==> config.mk <==
export PLATFORM = sky130hd
export DESIGN_NAME = mmio_uart_tx_flat
export DESIGN_NICKNAME = d
export VERILOG_FILES = /design/src/rtl/mmio_uart_tx_pkg.sv /design/src/rtl/mmio_uart_tx_if.sv /design/src/rtl/mmio_uart_tx_fifo.sv /design/src/rtl/mmio_uart_tx.sv /design/src/flat_wrapper.sv
export SDC_FILE = /design/constraint.sdc
export NUM_CORES = 1
export LEC_CHECK = 0
export ABC_AREA = 1
export CORE_ASPECT_RATIO = 0.5
export CORE_UTILIZATION = 51
export DETAILED_ROUTE_END_ITERATION = 16
export GPL_ROUTABILITY_DRIVEN = 1
export HOLD_SLACK_MARGIN = 0.1
export MAX_ROUTING_LAYER = met4
export PLACE_DENSITY = 0.8
export SKIP_CTS_REPAIR_TIMING = 1
export SLEW_MARGIN = 20
export SYNTH_ARGS = -nofsm -noshare
export SYNTH_HDL_FRONTEND = slang
export SYNTH_SLANG_ARGS = --single-unit
export TNS_END_PERCENT = 5
==> constraint.sdc <==
create_clock -name clock -period 2.55 [get_ports clock]
set_input_delay 0.255 -clock clock [delete_from_list [all_inputs] [get_ports clock]]
set_output_delay 0.255 -clock clock [all_outputs]
set_load 0.01 [all_outputs]
==> src/rtl/mmio_uart_tx_pkg.sv <==
// Shared types and constants for the MMIO UART transmitter: the FSM state
// type and the bit positions of the status word, so software and tests can
// decode statusPort without hard-coding numbers.
package mmio_uart_tx_pkg;

    typedef enum logic [1:0] {
        IDLE  = 2'd0,
        START = 2'd1,
        DATA  = 2'd2,
        STOP  = 2'd3
    } UartTxState_t;

    // Status word layout
    localparam int STATUS_ACK_BIT   = 0;
    localparam int STATUS_BUSY_BIT  = 1;
    localparam int STATUS_FULL_BIT  = 2;
    localparam int STATUS_COUNT_LSB = 4;
    localparam int STATUS_COUNT_MSB = 7;

    // Width of the FIFO occupancy count (holds 0..8)
    localparam int COUNT_W = 4;

    // Assemble the 32-bit status word; every bit not listed is zero.
    function automatic logic [31:0] pack_status(
        input logic               ack,
        input logic               busy,
        input logic               full,
        input logic [COUNT_W-1:0] count
    );
        logic [31:0] s;
        s = '0;
        s[STATUS_ACK_BIT]                     = ack;
        s[STATUS_BUSY_BIT]                    = busy;
        s[STATUS_FULL_BIT]                    = full;
        s[STATUS_COUNT_MSB:STATUS_COUNT_LSB]  = count;
        return s;
    endfunction

endpackage

==> src/rtl/mmio_uart_tx_if.sv <==
// MMIO port pair between the processor's MMIO registers and the UART.
// Handshake: software flips txPort[8] to present a new byte in txPort[7:0];
// the request counts as accepted on the clock edge where statusPort[0]
// (ack) becomes equal to txPort[8]. Until then the request stays pending
// and txPort must be held stable.
interface mmio_uart_tx_if;
    logic [31:0] txPort;
    logic [31:0] statusPort;

    modport master (output txPort, input  statusPort);
    modport slave  (input  txPort, output statusPort);
endinterface

==> src/rtl/mmio_uart_tx_fifo.sv <==
// Byte FIFO: circular buffer with wrapping pointers and an occupancy count.
// Push when full and pop when empty are ignored.
module mmio_uart_tx_fifo
    import mmio_uart_tx_pkg::*;
#(
    parameter int DEPTH = 4
) (
    input  logic               clock,
    input  logic               reset,
    input  logic               push_i,
    input  logic [7:0]         data_i,
    input  logic               pop_i,
    output logic [7:0]         data_o,
    output logic               full_o,
    output logic               empty_o,
    output logic [COUNT_W-1:0] count_o
);
    localparam int PW = $clog2(DEPTH);

    logic [7:0]         mem_q [DEPTH];
    logic [PW-1:0]      wr_ptr_q;
    logic [PW-1:0]      rd_ptr_q;
    logic [COUNT_W-1:0] count_q;
    logic               do_push;
    logic               do_pop;

    assign full_o  = (count_q == COUNT_W'(DEPTH));
    assign empty_o = (count_q == '0);
    assign count_o = count_q;
    assign data_o  = mem_q[rd_ptr_q];
    assign do_push = push_i && !full_o;
    assign do_pop  = pop_i && !empty_o;

    // Storage array; contents need no reset because count gates every read.
    always_ff @(posedge clock) begin
        if (do_push) begin
            mem_q[wr_ptr_q] <= data_i;
        end
    end

    // Pointers wrap naturally (DEPTH is a power of two); count nets push and pop.
    always_ff @(posedge clock) begin
        if (reset) begin
            wr_ptr_q <= '0;
            rd_ptr_q <= '0;
            count_q  <= '0;
        end else begin
            if (do_push) wr_ptr_q <= wr_ptr_q + PW'(1);
            if (do_pop)  rd_ptr_q <= rd_ptr_q + PW'(1);
            count_q <= count_q + COUNT_W'(do_push) - COUNT_W'(do_pop);
        end
    end

endmodule

==> src/rtl/mmio_uart_tx.sv <==
// MMIO UART transmitter: detects toggle-flagged byte requests on txPort,
// queues them in a small FIFO and shifts each out as 8N1 on txd, LSB first.
module mmio_uart_tx
    import mmio_uart_tx_pkg::*;
#(
    parameter int CLOCKS_PER_BIT = 434,
    parameter int FIFO_DEPTH     = 4
) (
    input  logic                clock,
    input  logic                reset,
    mmio_uart_tx_if.slave       bus,
    output logic                txd,
    output UartTxState_t        dbg_state_o
);
    localparam int                BAUD_W    = $clog2(CLOCKS_PER_BIT);
    localparam logic [BAUD_W-1:0] BAUD_LAST = BAUD_W'(CLOCKS_PER_BIT - 1);

    UartTxState_t       state_q, state_d;
    logic [BAUD_W-1:0]  baud_q, baud_d;
    logic [7:0]         shift_q, shift_d;
    logic [2:0]         bit_q, bit_d;
    logic               last_tog_q;

    logic               pending;
    logic               fifo_push;
    logic               fifo_pop;
    logic [7:0]         fifo_data;
    logic               fifo_full;
    logic               fifo_empty;
    logic [COUNT_W-1:0] fifo_count;
    logic               bit_done;
    logic               busy;
    logic               unused_tx_bits;

    // Upper txPort bits carry nothing for this block.
    assign unused_tx_bits = ^bus.txPort[31:9];

    // A request is pending while the toggle differs from the last accepted one;
    // it is accepted only if the FIFO had room before this edge.
    assign pending   = (bus.txPort[8] != last_tog_q);
    assign fifo_push = pending && !fifo_full;
    assign bit_done  = (baud_q == BAUD_LAST);

    mmio_uart_tx_fifo #(.DEPTH(FIFO_DEPTH)) u_fifo (
        .clock   (clock),
        .reset   (reset),
        .push_i  (fifo_push),
        .data_i  (bus.txPort[7:0]),
        .pop_i   (fifo_pop),
        .data_o  (fifo_data),
        .full_o  (fifo_full),
        .empty_o (fifo_empty),
        .count_o (fifo_count)
    );

    // Toggle tracker: records the toggle of the last accepted request (the ack).
    always_ff @(posedge clock) begin
        if (reset) begin
            last_tog_q <= 1'b0;
        end else if (fifo_push) begin
            last_tog_q <= bus.txPort[8];
        end
    end

    // FSM, baud counter, shifter and bit index registers.
    always_ff @(posedge clock) begin
        if (reset) begin
            state_q <= IDLE;
            baud_q  <= '0;
            shift_q <= '0;
            bit_q   <= '0;
        end else begin
            state_q <= state_d;
            baud_q  <= baud_d;
            shift_q <= shift_d;
            bit_q   <= bit_d;
        end
    end

    // Next-state logic: one bit time per state/bit, advancing on the last baud count.
    always_comb begin
        state_d  = state_q;
        baud_d   = baud_q;
        shift_d  = shift_q;
        bit_d    = bit_q;
        fifo_pop = 1'b0;
        case (state_q)
            IDLE: begin
                if (!fifo_empty) begin
                    fifo_pop = 1'b1;
                    shift_d  = fifo_data;
                    baud_d   = '0;
                    state_d  = START;
                end
            end
            START: begin
                if (bit_done) begin
                    baud_d  = '0;
                    bit_d   = '0;
                    state_d = DATA;
                end else begin
                    baud_d = baud_q + BAUD_W'(1);
                end
            end
            DATA: begin
                if (bit_done) begin
                    baud_d  = '0;
                    shift_d = {1'b0, shift_q[7:1]};
                    bit_d   = bit_q + 3'd1;
                    if (bit_q == 3'd7) begin
                        state_d = STOP;
                    end
                end else begin
                    baud_d = baud_q + BAUD_W'(1);
                end
            end
            STOP: begin
                if (bit_done) begin
                    baud_d  = '0;
                    state_d = IDLE;
                end else begin
                    baud_d = baud_q + BAUD_W'(1);
                end
            end
            default: state_d = IDLE;
        endcase
    end

    // Line level decoded from registered state only.
    always_comb begin
        txd = 1'b1;
        case (state_q)
            START:   txd = 1'b0;
            DATA:    txd = shift_q[0];
            default: txd = 1'b1;
        endcase
    end

    assign busy           = (state_q != IDLE) || (fifo_count != '0);
    assign bus.statusPort = pack_status(last_tog_q, busy, fifo_full, fifo_count);
    assign dbg_state_o    = state_q;

endmodule

==> src/flat_wrapper.sv <==
// flat-port wrapper written by rule: the top's interface ports become plain ports
module mmio_uart_tx_flat import mmio_uart_tx_pkg::*;
#(
    parameter int CLOCKS_PER_BIT = 434,
    parameter int FIFO_DEPTH     = 4
)
  (clock, reset, txd, dbg_state_o, bus_txPort, bus_statusPort);
  mmio_uart_tx_if bus_i ();
  input  logic clock;
  input  logic reset;
  output logic txd;
  output UartTxState_t dbg_state_o;
  input wire logic [$bits(bus_i.txPort)-1:0] bus_txPort;
  output wire logic [$bits(bus_i.statusPort)-1:0] bus_statusPort;
  assign bus_i.txPort = bus_txPort;
  assign bus_statusPort = bus_i.statusPort;
  mmio_uart_tx #(.CLOCKS_PER_BIT(CLOCKS_PER_BIT), .FIFO_DEPTH(FIFO_DEPTH)) u_core (.clock(clock), .reset(reset), .bus(bus_i), .txd(txd), .dbg_state_o(dbg_state_o));
endmodule
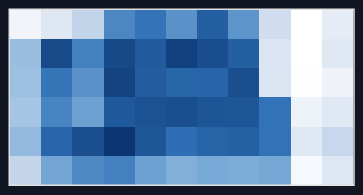
Figure 1: cell area per tile.
Scale: 3 px per um. The die is cut into 11 by 6 equal tiles; white is low, dark blue is high, 0 to 100% covered.
The mean over all tiles is 54%. 36% of the tiles are over 75% full. The fullest tile reaches 98%.
fp util: 0.530
Util after Layout: 0.614
core footprint: 6080 um^2

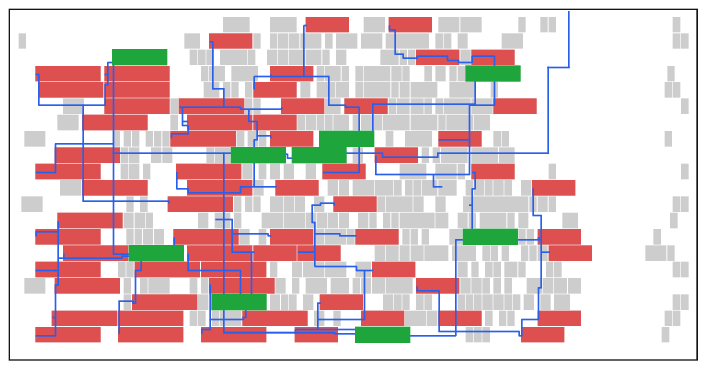
Figure 2: clock distribution.
Scale: 6 px per um.
Green marks cells driving clock nets, count 9. Blue marks clock wires, length 848 um. Red marks flip-flops, count 65.
There are 10 routed clock nets.
Clock Latency Late Sink: 0.33 ns
skew final: 0.00795 ns
clock network fraction of total power: 0.292

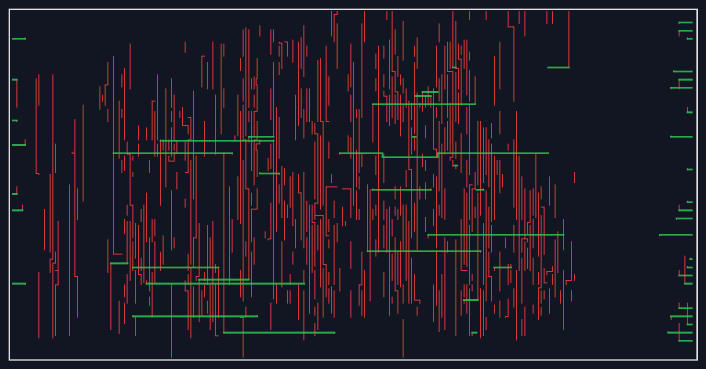
Figure 3: wiring by layer.
Scale: 6 px per um. Only two layers are drawn.
Green marks met3, wire length 312 um. Red marks met2, wire length 3,100 um.
via count: 2,332
Avg WL per Cell: 13.1 um
gr usage total: 0.217
final wirelength: 6.19 mm

==> ci_impl_report.md <==
### Metrics collected by this job

| Metric | Value |
|---|---|
| CTS tree | `yes` |
| Final setup viols | `0` |
| Overflow after GRT | `0` |
| Worst EP required | `approximately 2.3 ns` |
| Seq cells post-synth | `65` |
| Root Buffer | `clkbuf_16` |
| Maximum vdd drop | `around 0.00050 V` |
| Synth warn | `0` |
| Area leader share | `0.298` |
| P_leak | `around 1.6 nW` |
| Chip Width | `114 um` |
| # IOs | `about 70` |
| Arr. time, crit path | `about 2.0 ns` |
| Tally of OpenROAD warnings | `58` |
| Main kind of combinational logic by area | `simple AND/OR/NAND/NOR gates` |
| Largest fanout on the critical path | `5` |
| Biggest area cells | `edfxtp_1, dfxtp_1, ha_1` |
| Final TNS setup | `0 ns` |
| # Max-Cap Violations | `0` |
| Row count | `20` |
| Crit path max-delay family | `buffers and inverters` |
| Synth mux share | `0.0217` |
| Startpoint types | `register` |
| Antenna violations before repair | `0` |
| Worst path bufs/invs | `2` |
| Fin. Hold Viols | `0` |
| Clk sink count | `65` |
| Synthesized area | `3220 um^2` |
| Clock H-tree levels | `3` |
| P&R area growth vs syn | `15.9%` |
| DRC errors left | `0` |
| Critical path class | `reg2out` |
| Gpl congestion | `0.774` |
| # diodes | `0` |
| First-pass GRT wire length | `slightly above 10 mm` |
| Worst-path clk slew | `~0.060 ns` |
| Simple-gate share of the synthesized area | `0.150` |
| Detailed Route Iter0 Violations | `108` |
| Largest net degree at the start of global routing | `18` |
| Share of cells above drive strength 1 | `0.0883` |
| DR vias/cell | `4.93` |
| Avg Cell Area, Syn | `around 9.2 um^2` |
| Synth cell types | `33` |
| R2R setup slack | `roughly 0.33 ns` |
| Post-DRT Antenna Nets | `0` |
| Cells after synthesis | `352` |
| CTS Buffer Depth | `2` |
| Unrepaired setup endpoints after global routing | `false` |
| Vias in the first global route | `2,177` |
| Status | `finished clean` |
| Detail Placement HPWL | `between 4 and 5 mm` |
| Die Ht | `around 58 um` |
| Final min period | `2.29 ns` |
| Buffers on Ports | `20` |
| Pwr per Cell Area | `about 1100 nW/um^2` |
| Fmax achieved | `around 440 MHz` |
| Yosys top cell by area | `edfxtp_1` |
| Cycle use final | `0.899` |
| CP cell instances | `inv_1 > ha_1 > or2_2 > nand2_1 > clkdlybuf4s50_1` |
| Adders+Majority by Area | `0.0800` |
| Inserted Clock Buffers | `9` |
| Ys cells | `352` |
| Hold Crit Class | `reg2reg` |
| Placed insts | `457` |
| Finished Layout Cells | `around 470` |
| DR pass1 iterations | `4` |
| Slowest stage cell, crit path | `clkdlybuf4s50_1` |
| Area fraction in xor and xnor cells | `0.00272` |
| Die area | `approximately 6700 um^2` |
| Crit. End Element | `output port` |
| Sequential-to-total area share from yosys stat | `0.503` |
| Crit path largest cell delay | `roughly 0.53 ns` |
| Max Slew Vio Count | `0` |
| Aoi share | `0.113` |
| Final nets | `~430` |
| Yosys Chip Area | `between 3000 and 4000 um^2` |
-- final timing paths --
kind | start | end | cells past startpoint
worst max-delay path | u_core.dbg_state_o[0] | txd | 5
worst min-delay path | u_core.u_fifo.rd_ptr_q[1] | u_core.u_fifo.rd_ptr_q[1] | 2
worst max register to register | u_core.u_fifo.count_o[3] | u_core.u_fifo.count_o[2] | 13
worst min register to register | u_core.u_fifo.rd_ptr_q[1] | u_core.u_fifo.rd_ptr_q[1] | 2
-- state kept, by name (all words and copies together) (netlist names), named ones only --
register / flops
u_core.baud_q: 9
u_core.bit_q: 3
u_core.dbg_state_o: 2
u_core.last_tog_q: 1
u_core.shift_q: 8
u_core.u_fifo.count_o: 4
u_core.u_fifo.mem_q: 32
u_core.u_fifo.rd_ptr_q: 2
u_core.u_fifo.wr_ptr_q: 2
-- placed cells by master, fill, tap and decap left out, types with 2 or more instances in the layout --
master	count
nor2_1	49
inv_1	41
nand2_1	41
dfxtp_1	33
edfxtp_1	32
o21ai_0	29
a21oi_1	26
conb_1	25
clkdlybuf4s50_1	20
ha_1	19
buf_4	10
nand3_1	9
clkbuf_16	9
mux2i_1	7
nand4_1	4
or2_2	3
nor3_1	3
a31oi_1	2
a211oi_1	2
a21oi_2	2
clkinvlp_4	2
clkinv_1	2
-- kinds of logic (layout without fill, tap and decap cells) --
logic type | Yosys count | count (layout)
compound gates | 66 | 66
xor+xnor | 1 | 1
fa+ha+maj | 20 | 20
buf+inv | 78 | 87
flops | 65 | 65
mux | 7 | 7
other cells | 1 | 25
simple gates | 114 | 114
-- synth_stat cells, drive strengths merged --
cell / number
inv: 41
mux2i: 7
dfxtp: 33
edfxtp: 32
or2: 3
nand4: 4
buf: 35
nand3: 9
xor2: 1
a211oi: 2
nor3: 3
o21bai: 1
clkbuf: 2
a21oi: 29
fa: 1
nor3b: 1
ha: 19
a31oi: 2
o21a: 1
nor2: 51
o21ai: 30
nand2: 43
conb: 1
o22ai: 1
-- metal layers --
| layer | up-vias | track usage | wire [um] |
|---|---|---|---|
| met5 | - | - | 0 |
| met1 | 1088 | 0.245 | 2690 |
| li1 | 1161 | - | - |
| met2 | 73 | 0.351 | 3100 |
| met4 | 0 | 0.0983 | 85 |
| met3 | 10 | 0.0774 | 311 |
-- where the power goes --
part	internal, mW	switching (mW)
clock network	0.754	0.452
logic	0.586	0.898
registers	1.31	0.128
-- worst min-delay path: stages, from the launching register on --
cell and delay, ns:
dfxtp_1 0.29, inv_1 0.05, a21oi_1 0.07
-- stage by stage --
stage               total power, mW  instance area [um^2]  worst slack (ns)  hold WS [ns]
floorplan                      2.51                  3310             0.344         0.354
global placement               2.82                  3440            0.0937         0.449
detailed placement             2.90                  3440            0.0592         0.464
CTS                            4.14                  3730             0.246         0.472
global route                   4.42                  3730             0.181         0.509
finish                         4.12                  3730             0.258         0.470
-- area by class of cell --
cell class	count	area [um^2]
Clock buffer	9	225
Clock inverter	7	70.1
Fill cell	478	2350
Inverter	41	154
Multi-Input combinational cell	233	1280
Sequential cell	65	1620
Tap cell	88	110
Timing Repair Buffer	30	275
Power and IR drop assume default switching activity.
